Fig. 1: met2 routing
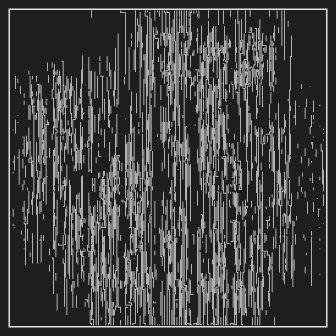
Fig. 2: signal metal coverage by tile
Scale bar: 20 µm. The die is cut into 24 by 24 equal tiles; black is low, pale yellow is high, scaled to the fullest tile. Values are wire area over tile area, all layers added.
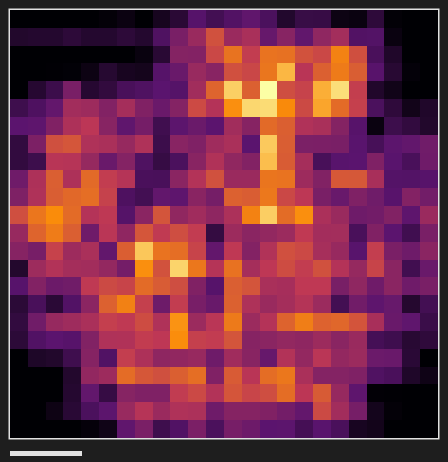
Fig. 3: cell area per tile
Scale bar: 20 µm. The die is cut into 12 by 12 equal tiles; black is low, pale yellow is high, 0 to 100% covered.
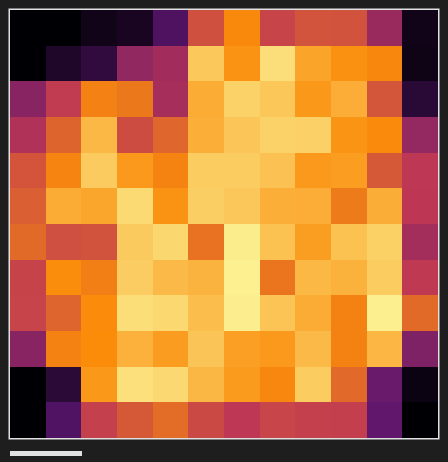
Fig. 4: congestion heat map
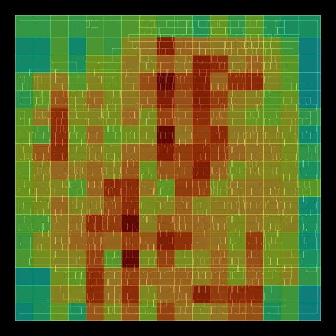
Fig. 5: signal wires on met1
Scale bar: 20 µm.
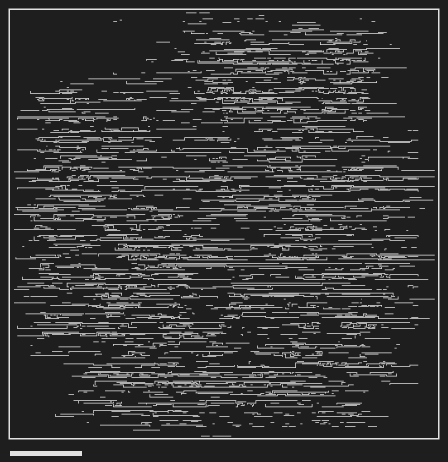
`src/rtl/decode_stage_if.sv`:
```
// Fetch-to-execute decode bus: input valid/ready + instruction, flush, and the
// registered decoded fields, control flags and statistics counters.
interface decode_stage_if #(
  parameter int unsigned ALUOP_W = 4,
  parameter int unsigned CNT_W   = 16
);
  logic               in_valid;
  logic               in_ready;
  logic [31:0]        in_instr;
  logic               flush;
  logic               out_valid;
  logic               out_ready;
  logic [4:0]         out_rs;
  logic [4:0]         out_rt;
  logic [4:0]         out_wreg;
  logic [4:0]         out_shamt;
  logic [31:0]        out_imm;
  logic [25:0]        out_jtarget;
  logic [ALUOP_W-1:0] out_alu_op;
  logic               out_alu_src_imm;
  logic               out_regwrite;
  logic               out_memread;
  logic               out_memwrite;
  logic               out_branch;
  logic               out_jump;
  logic               out_illegal;
  logic [CNT_W-1:0]   instr_cnt;
  logic [CNT_W-1:0]   stall_cnt;

  modport master (
    output in_valid, in_instr, flush, out_ready,
    input  in_ready, out_valid, out_rs, out_rt, out_wreg, out_shamt, out_imm,
           out_jtarget, out_alu_op, out_alu_src_imm, out_regwrite, out_memread,
           out_memwrite, out_branch, out_jump, out_illegal, instr_cnt, stall_cnt
  );

  modport slave (
    input  in_valid, in_instr, flush, out_ready,
    output in_ready, out_valid, out_rs, out_rt, out_wreg, out_shamt, out_imm,
           out_jtarget, out_alu_op, out_alu_src_imm, out_regwrite, out_memread,
           out_memwrite, out_branch, out_jump, out_illegal, instr_cnt, stall_cnt
  );
endinterface

```
`src/rtl/decode_stage.sv`:
```
// MIPS-subset decode stage: instruction fields and control into a valid/ready
// pipeline register, with load-use bubble insertion, flush and saturating counters.
module decode_stage #(
  parameter int unsigned ALUOP_W   = 4,
  parameter bit          HAZARD_EN = 1'b1,
  parameter int unsigned CNT_W     = 16
) (
  input logic           clk,
  input logic           rst_n,
  decode_stage_if.slave bus
);
  localparam logic [5:0] OP_RTYPE = 6'h00;
  localparam logic [5:0] OP_J     = 6'h02;
  localparam logic [5:0] OP_BEQ   = 6'h04;
  localparam logic [5:0] OP_ADDI  = 6'h08;
  localparam logic [5:0] OP_ADDIU = 6'h09;
  localparam logic [5:0] OP_ANDI  = 6'h0C;
  localparam logic [5:0] OP_ORI   = 6'h0D;
  localparam logic [5:0] OP_LUI   = 6'h0F;
  localparam logic [5:0] OP_LW    = 6'h23;
  localparam logic [5:0] OP_SW    = 6'h2B;

  localparam logic [5:0] FN_SLL  = 6'h00;
  localparam logic [5:0] FN_ADD  = 6'h20;
  localparam logic [5:0] FN_ADDU = 6'h21;
  localparam logic [5:0] FN_SUB  = 6'h22;
  localparam logic [5:0] FN_SUBU = 6'h23;
  localparam logic [5:0] FN_AND  = 6'h24;
  localparam logic [5:0] FN_OR   = 6'h25;
  localparam logic [5:0] FN_SLT  = 6'h2A;

  localparam logic [ALUOP_W-1:0] ALU_ADD = ALUOP_W'(0);
  localparam logic [ALUOP_W-1:0] ALU_SUB = ALUOP_W'(1);
  localparam logic [ALUOP_W-1:0] ALU_AND = ALUOP_W'(2);
  localparam logic [ALUOP_W-1:0] ALU_OR  = ALUOP_W'(3);
  localparam logic [ALUOP_W-1:0] ALU_SLT = ALUOP_W'(4);
  localparam logic [ALUOP_W-1:0] ALU_SLL = ALUOP_W'(5);
  localparam logic [ALUOP_W-1:0] ALU_LUI = ALUOP_W'(6);

  logic [5:0]  op;
  logic [5:0]  fn;
  logic [4:0]  rs;
  logic [4:0]  rt;
  logic [4:0]  rd;
  logic [31:0] imm_sx;
  logic [31:0] imm_zx;
  logic [31:0] imm_hi;

  assign op     = bus.in_instr[31:26];
  assign fn     = bus.in_instr[5:0];
  assign rs     = bus.in_instr[25:21];
  assign rt     = bus.in_instr[20:16];
  assign rd     = bus.in_instr[15:11];
  assign imm_sx = {{16{bus.in_instr[15]}}, bus.in_instr[15:0]};
  assign imm_zx = {16'h0000, bus.in_instr[15:0]};
  assign imm_hi = {bus.in_instr[15:0], 16'h0000};

  logic [ALUOP_W-1:0] d_alu;
  logic [31:0]        d_imm;
  logic [4:0]         d_wreg;
  logic               d_src_imm;
  logic               d_rw;
  logic               d_mr;
  logic               d_mw;
  logic               d_br;
  logic               d_jp;
  logic               d_ill;

  always_comb begin
    d_alu     = ALU_ADD;
    d_imm     = imm_sx;
    d_wreg    = '0;
    d_src_imm = 1'b0;
    d_rw      = 1'b0;
    d_mr      = 1'b0;
    d_mw      = 1'b0;
    d_br      = 1'b0;
    d_jp      = 1'b0;
    d_ill     = 1'b0;
    case (op)
      OP_RTYPE: begin
        d_wreg = rd;
        d_rw   = 1'b1;
        case (fn)
          FN_ADD, FN_ADDU: d_alu = ALU_ADD;
          FN_SUB, FN_SUBU: d_alu = ALU_SUB;
          FN_AND:          d_alu = ALU_AND;
          FN_OR:           d_alu = ALU_OR;
          FN_SLT:          d_alu = ALU_SLT;
          FN_SLL:          d_alu = ALU_SLL;
          default: begin
            d_wreg = '0;
            d_rw   = 1'b0;
            d_ill  = 1'b1;
          end
        endcase
      end
      OP_ADDI, OP_ADDIU: begin
        d_src_imm = 1'b1;
        d_rw      = 1'b1;
        d_wreg    = rt;
      end
      OP_ANDI: begin
        d_alu     = ALU_AND;
        d_imm     = imm_zx;
        d_src_imm = 1'b1;
        d_rw      = 1'b1;
        d_wreg    = rt;
      end
      OP_ORI: begin
        d_alu     = ALU_OR;
        d_imm     = imm_zx;
        d_src_imm = 1'b1;
        d_rw      = 1'b1;
        d_wreg    = rt;
      end
      OP_LUI: begin
        d_alu     = ALU_LUI;
        d_imm     = imm_hi;
        d_src_imm = 1'b1;
        d_rw      = 1'b1;
        d_wreg    = rt;
      end
      OP_LW: begin
        d_src_imm = 1'b1;
        d_rw      = 1'b1;
        d_mr      = 1'b1;
        d_wreg    = rt;
      end
      OP_SW: begin
        d_src_imm = 1'b1;
        d_mw      = 1'b1;
      end
      OP_BEQ: begin
        d_alu = ALU_SUB;
        d_br  = 1'b1;
      end
      OP_J:    d_jp  = 1'b1;
      default: d_ill = 1'b1;
    endcase
    // Writes to $0 are dropped here so nop and rt=0 immediates never write back.
    if (d_wreg == '0) d_rw = 1'b0;
  end

  logic use_rs;
  logic use_rt;
  logic hazard;
  logic xfer_in;

  assign use_rs = !((op == OP_J) || (op == OP_LUI) || ((op == OP_RTYPE) && (fn == FN_SLL)));
  assign use_rt = (op == OP_RTYPE) || (op == OP_BEQ) || (op == OP_SW);

  // Load still in the output register whose destination the incoming instruction reads.
  assign hazard = HAZARD_EN && bus.out_valid && bus.out_memread && (bus.out_wreg != '0) &&
                  ((use_rs && (bus.out_wreg == rs)) || (use_rt && (bus.out_wreg == rt)));

  assign bus.in_ready = !bus.flush && !hazard && (!bus.out_valid || bus.out_ready);
  assign xfer_in      = bus.in_valid && bus.in_ready;

  always_ff @(posedge clk or negedge rst_n) begin
    if (!rst_n) begin
      bus.out_valid       <= 1'b0;
      bus.out_rs          <= '0;
      bus.out_rt          <= '0;
      bus.out_wreg        <= '0;
      bus.out_shamt       <= '0;
      bus.out_imm         <= '0;
      bus.out_jtarget     <= '0;
      bus.out_alu_op      <= '0;
      bus.out_alu_src_imm <= 1'b0;
      bus.out_regwrite    <= 1'b0;
      bus.out_memread     <= 1'b0;
      bus.out_memwrite    <= 1'b0;
      bus.out_branch      <= 1'b0;
      bus.out_jump        <= 1'b0;
      bus.out_illegal     <= 1'b0;
      bus.instr_cnt       <= '0;
      bus.stall_cnt       <= '0;
    end else if (bus.flush) begin
      bus.out_valid <= 1'b0;
    end else if (xfer_in) begin
      bus.out_valid       <= 1'b1;
      bus.out_rs          <= rs;
      bus.out_rt          <= rt;
      bus.out_wreg        <= d_wreg;
      bus.out_shamt       <= bus.in_instr[10:6];
      bus.out_imm         <= d_imm;
      bus.out_jtarget     <= bus.in_instr[25:0];
      bus.out_alu_op      <= d_alu;
      bus.out_alu_src_imm <= d_src_imm;
      bus.out_regwrite    <= d_rw;
      bus.out_memread     <= d_mr;
      bus.out_memwrite    <= d_mw;
      bus.out_branch      <= d_br;
      bus.out_jump        <= d_jp;
      bus.out_illegal     <= d_ill;
      if (bus.instr_cnt != '1) bus.instr_cnt <= bus.instr_cnt + 1'b1;
    end else if (hazard && bus.out_ready) begin
      bus.out_valid <= 1'b0;
      if (bus.stall_cnt != '1) bus.stall_cnt <= bus.stall_cnt + 1'b1;
    end else if (bus.out_valid && bus.out_ready) begin
      bus.out_valid <= 1'b0;
    end
  end
endmodule

```
`src/flat_wrapper.sv`:
```
// flat-port wrapper written by rule: the top's interface ports become plain ports
module decode_stage_flat 
#(
  parameter int unsigned ALUOP_W   = 4,
  parameter bit          HAZARD_EN = 1'b1,
  parameter int unsigned CNT_W     = 16
)
  (clk, rst_n, bus_in_valid, bus_in_instr, bus_flush, bus_out_ready, bus_in_ready, bus_out_valid, bus_out_rs, bus_out_rt, bus_out_wreg, bus_out_shamt, bus_out_imm, bus_out_jtarget, bus_out_alu_op, bus_out_alu_src_imm, bus_out_regwrite, bus_out_memread, bus_out_memwrite, bus_out_branch, bus_out_jump, bus_out_illegal, bus_instr_cnt, bus_stall_cnt);
  decode_stage_if #(.ALUOP_W(ALUOP_W), .CNT_W(CNT_W)) bus_i ();
  input logic clk;
  input logic rst_n;
  input wire logic [$bits(bus_i.in_valid)-1:0] bus_in_valid;
  input wire logic [$bits(bus_i.in_instr)-1:0] bus_in_instr;
  input wire logic [$bits(bus_i.flush)-1:0] bus_flush;
  input wire logic [$bits(bus_i.out_ready)-1:0] bus_out_ready;
  output wire logic [$bits(bus_i.in_ready)-1:0] bus_in_ready;
  output wire logic [$bits(bus_i.out_valid)-1:0] bus_out_valid;
  output wire logic [$bits(bus_i.out_rs)-1:0] bus_out_rs;
  output wire logic [$bits(bus_i.out_rt)-1:0] bus_out_rt;
  output wire logic [$bits(bus_i.out_wreg)-1:0] bus_out_wreg;
  output wire logic [$bits(bus_i.out_shamt)-1:0] bus_out_shamt;
  output wire logic [$bits(bus_i.out_imm)-1:0] bus_out_imm;
  output wire logic [$bits(bus_i.out_jtarget)-1:0] bus_out_jtarget;
  output wire logic [$bits(bus_i.out_alu_op)-1:0] bus_out_alu_op;
  output wire logic [$bits(bus_i.out_alu_src_imm)-1:0] bus_out_alu_src_imm;
  output wire logic [$bits(bus_i.out_regwrite)-1:0] bus_out_regwrite;
  output wire logic [$bits(bus_i.out_memread)-1:0] bus_out_memread;
  output wire logic [$bits(bus_i.out_memwrite)-1:0] bus_out_memwrite;
  output wire logic [$bits(bus_i.out_branch)-1:0] bus_out_branch;
  output wire logic [$bits(bus_i.out_jump)-1:0] bus_out_jump;
  output wire logic [$bits(bus_i.out_illegal)-1:0] bus_out_illegal;
  output wire logic [$bits(bus_i.instr_cnt)-1:0] bus_instr_cnt;
  output wire logic [$bits(bus_i.stall_cnt)-1:0] bus_stall_cnt;
  assign bus_i.in_valid = bus_in_valid;
  assign bus_i.in_instr = bus_in_instr;
  assign bus_i.flush = bus_flush;
  assign bus_i.out_ready = bus_out_ready;
  assign bus_in_ready = bus_i.in_ready;
  assign bus_out_valid = bus_i.out_valid;
  assign bus_out_rs = bus_i.out_rs;
  assign bus_out_rt = bus_i.out_rt;
  assign bus_out_wreg = bus_i.out_wreg;
  assign bus_out_shamt = bus_i.out_shamt;
  assign bus_out_imm = bus_i.out_imm;
  assign bus_out_jtarget = bus_i.out_jtarget;
  assign bus_out_alu_op = bus_i.out_alu_op;
  assign bus_out_alu_src_imm = bus_i.out_alu_src_imm;
  assign bus_out_regwrite = bus_i.out_regwrite;
  assign bus_out_memread = bus_i.out_memread;
  assign bus_out_memwrite = bus_i.out_memwrite;
  assign bus_out_branch = bus_i.out_branch;
  assign bus_out_jump = bus_i.out_jump;
  assign bus_out_illegal = bus_i.out_illegal;
  assign bus_instr_cnt = bus_i.instr_cnt;
  assign bus_stall_cnt = bus_i.stall_cnt;
  decode_stage #(.ALUOP_W(ALUOP_W), .HAZARD_EN(HAZARD_EN), .CNT_W(CNT_W)) u_core (.clk(clk), .rst_n(rst_n), .bus(bus_i));
endmodule
```
`config.mk`:
```
export PLATFORM = sky130hd
export DESIGN_NAME = decode_stage_flat
export DESIGN_NICKNAME = d
export VERILOG_FILES = /design/src/rtl/decode_stage_if.sv /design/src/rtl/decode_stage.sv /design/src/flat_wrapper.sv
export SDC_FILE = /design/constraint.sdc
export NUM_CORES = 1
export LEC_CHECK = 0
export ABC_AREA = 1
export CAP_MARGIN = 15
export CORE_MARGIN = 1
export CORE_UTILIZATION = 40
export DETAILED_ROUTE_END_ITERATION = 10
export GPL_TIMING_DRIVEN = 0
export PLACE_DENSITY = 0.72
export SYNTH_ARGS = -nofsm -noshare
export SYNTH_HDL_FRONTEND = slang
export SYNTH_SLANG_ARGS = --single-unit
```
`constraint.sdc`:
```
create_clock -name clk -period 1.8 [get_ports clk]
set_clock_uncertainty 0.05 [all_clocks]
set_input_delay 0.36 -clock clk [delete_from_list [all_inputs] [get_ports clk]]
set_output_delay 0.36 -clock clk [all_outputs]
set_load 0.1 [all_outputs]
```
==> run_results.csv <==
group,metric,value,unit
worst_setup_path,path_buffers,2,
yosys,yosys_warnings,0,
power_and_ir_drop,power.switching,4.343,mW
power_and_ir_drop,power.density,978.2,nW/µm²
floorplan,io_pins,160,
yosys,ys_async_sr_fraction,100.0,%
place,dp_cells,1039,
finish,nClkBuffers,11,
yosys,mux_share,0,%
finish,area_growth,70.79,%
finish,dominant-cell-class,"combinational gates",
worst_hold_path,hold_end,"u_core.bus.out_jtarget[23]",
finish,final-comb-area,3092,µm²
clocking,clk_pin_slew,0.07,ns
final_timing,hold_ws,0.2489,ns
yosys,edf_count,0,
final_timing,fin_tns_setup,-23.53,ns
routing,dr.first_iter.drc_count,430,
worst_setup_path,path_depth,9,
job,tool_warnings,29,
clocking,numCtsBuffers,9,
global_routing,antenna_found_initial,0,
power_and_ir_drop,p_leak,4.459,nW
power_and_ir_drop,pg_clk,2.11,mW
finish,fin_nets,960,
clocking,clk_latency,0.36,ns
worst_setup_path,critPathLaunch,"u_core.bus.out_wreg[2]",
floorplan,rows,42,
final_timing,grt_setup_unrepaired,"true",
finish,clock_tree_area_fraction,3.348,%
yosys,ff_type,"dfrtp_1",
floorplan,n_tap_cell,176,
routing,dr.pass1.iters,5,
worst_hold_path,min_path_cells,3,
finish,seq_area,2716,µm²
routing,drc_errors,0,
yosys,logic_family,"simple AND/OR/NAND/NOR gates",
worst_hold_path,min_from,"bus_in_instr[23]",
finish,final_area,9343,µm²
status,status,"finished with violations",
worst_setup_path,required,1.39,ns
clocking,clock-sinks,106,
finish,sh_seq_area,29.07,%
yosys,syn-instance-count,704,
final_timing,maxSlewViolCount,0,
yosys,synth_nets,743,
power_and_ir_drop,switching_share,47.52,%
yosys,yosysUniqueCellTypes,34,
global_routing,grt_overflow,0,
final_timing,max_freq,463.8,MHz
final_timing,slew_headroom,58.01,%
place,pre_cts_slack,-1.683,ns
yosys,adder_share,0.4575,%
yosys,synth_flops,106,
global_routing,grt_pass1_vias,5105,
finish,comb_area_share,33.09,%
yosys,syn_area,5470,µm²
power_and_ir_drop,fin_total_pwr,9.139,mW
finish,inverters_excl_clock,61,
job,cap_violations,0,
routing,avgViaCountPerCell,5.137,
final_timing,worst-slew-pin-transition,0.6298,ns
finish,antennaDiodeCount,0,
place,io_buffers,158,
final_timing,setup_slack,-0.3562,ns
worst_setup_path,slowest_delay,0.53,ns
final_timing,timing.final.crit_share,119.8,%
power_and_ir_drop,maxPowerGroup,"combinational logic",
place,place_congestion,0.8519,
power_and_ir_drop,clkPwrFrac,23.1,%
global_routing,grt_pass1_wl,27.12,mm
yosys,top_area_cell,"dfrtp_1",
worst_setup_path,critical_path.cell_chain,"inv_4 > nand2_1 > nand2_1 > nand3_2 > nor2_1 > nand2_1 > nand2_2 > a21boi_4 > buf_12",
power_and_ir_drop,p_comb_share,44.5,%
yosys,top_cells_by_area,"dfrtp_1, nand2_1, nand3_1",
floorplan,fp.dieH,118.9,µm
finish,buffer_area_share,29.44,%
yosys,postSynthAreaPerCell,7.770,µm²
final_timing,final-setup-viol-count,107,
finish,fill_cells,984,
power_and_ir_drop,powerComb,4.07,mW
worst_setup_path,r2r-start,"u_core.bus.out_wreg[4]",
yosys,ys_cells,704,
worst_setup_path,setup.worst_path.end_class,"output pin",
yosys,ys_seq_share,48.49,%
clocking,cts_tree,"yes",
yosys,simple_gate_area_share,32.82,%
worst_setup_path,cp-start-kind,"flop",
power_and_ir_drop,max-vdd-ir-drop,0.5922,mV
power_and_ir_drop,seqPwrFrac,32.4,%
global_routing,grt_max_degree,66,
worst_setup_path,worstSetupPathType,"reg -> out",
worst_setup_path,path_max_fanout,5,
power_and_ir_drop,intPower,4.796,mW
power_and_ir_drop,powerSeq,2.96,mW
finish,final_cells,1102,
worst_setup_path,critPathCapture,"bus_in_ready",
clocking,clockBufferDepth,2,
yosys,top_cells_by_count,"nand2_1, dfrtp_1, nand3_1, inv_1, o21ai_0",
finish,flops,106,
floorplan,die_area,14150,µm²
finish,logic_gates,494,
routing,ant_nets,0,
yosys,xor_area_share,3.683,%
yosys,synth_top_area_share,48.49,%
place,dp_hpwl,11.94,mm
status,violations,"negative setup slack",
worst_setup_path,critPathArrivalTime,1.75,ns
worst_setup_path,reg2reg_to,"u_core.bus.stall_cnt[12]",
finish,nNonClkBuffers,249,
floorplan,dieWidth,118.9,µm
finish,layout-drive-gt1-share,47.62,%
-- Fig. 1 (at the start) --
share of all routed wire: 50%
nets with wire on the layer: 803
longest straight run: 58.8 µm
main direction: vertical
GR Util met2: 40.28%
via count: 5661
final WL: 18.94 mm

-- Fig. 2 (at the start) --
nearly empty tiles: 9.5%
tiles over half the peak: 25%
fullest tile: 0.60
mean over tiles: 0.21
wire length per cell: 17.19 µm
Tot GR Track Use: 24.63%

-- Fig. 3 (at the start) --
tiles over 75% full: 47%
mean over tiles: 65%
densest ninth of the die: middle
fullest tile: 97%
Core Footprint: 13300 µm²
Core Util, Final: 70.27%
initial core utilization: 41.14%

-- Fig. 4 (at the start) --
GR peak layer: met2
routing usage on met3: 5.891%
met1 usage: 32.86%

-- Fig. 5 (at the start) --
nets with wire on the layer: 864
longest straight run: 34.5 µm
wire length on this layer: 8040 µm

==> worst min-delay path: stages <==
cell            delay (ns)
dlymetal6s2s_1        0.14
inv_2                 0.06
o21ai_1               0.06
==> flip-flops by register name (all words and copies together), names as in the netlist, 3 cells and up <==
signal and flops:
u_core.bus.instr_cnt 16, u_core.bus.out_alu_op 3, u_core.bus.out_imm 32, u_core.bus.out_jtarget 26, u_core.bus.out_wreg 5, u_core.bus.stall_cnt 16
==> cell usage in the layout, fill, tap and decap left out, types with 8 or more instances in the layout <==
cell             netlist  routed
buf_6                  6      11
clkdlybuf4s50_1        0      16
dfrtp_2                0      21
dfrtp_1              106      75
buf_8                  0      12
buf_4                 16      34
o21ai_1                0      18
clkdlybuf4s18_2        0       8
dfrtp_4                0      10
nand4_1               21      21
nor2_1                32      24
clkdlybuf4s15_2        0      83
xor2_1                14      14
clkbuf_16              0      23
nor3_1                10       8
nand3_2                3      33
nand2_4                1      29
nand2_1              263     169
o21ai_0               47      16
nand2_2                3      68
dlygate4sd2_1          0      12
o21ai_2                0      13
buf_2                 15      30
buf_12                 0      12
inv_1                 59      51
xnor2_1                9       8
nand3_1               71      34
==> timing repair <==
action                                  4_1_cts  5_1_grt
hold buffers                                  1        0
hold endpoints to repair                     41        0
resized                                     438      289
cloned                                        2       15
endpoints found under the setup margin      228      131
pin swaps                                    11       51
setup buffers                                10       19
==> kinds of logic (layout without fill, tap and decap cells) <==
group	count (synthesis)	after routing
DFF	106	106
and+or+nand+nor	415	415
buffers and inverters	104	326
xor gates and xnor gates	23	23
adders and majority gates	2	2
AOI/OAI and AO/OA	53	53
other	1	1
==> per-layer routing <==
layer,GRT usage (%),routed length [µm],vias to the layer above
met5,0,0,-
met4,6.171,327,0
met3,5.891,1112,29
met2,40.28,9454,190
met1,32.86,8043,2764
li1,-,-,2678
Power figures rest on the tool's default switching activity, not on a simulated workload.
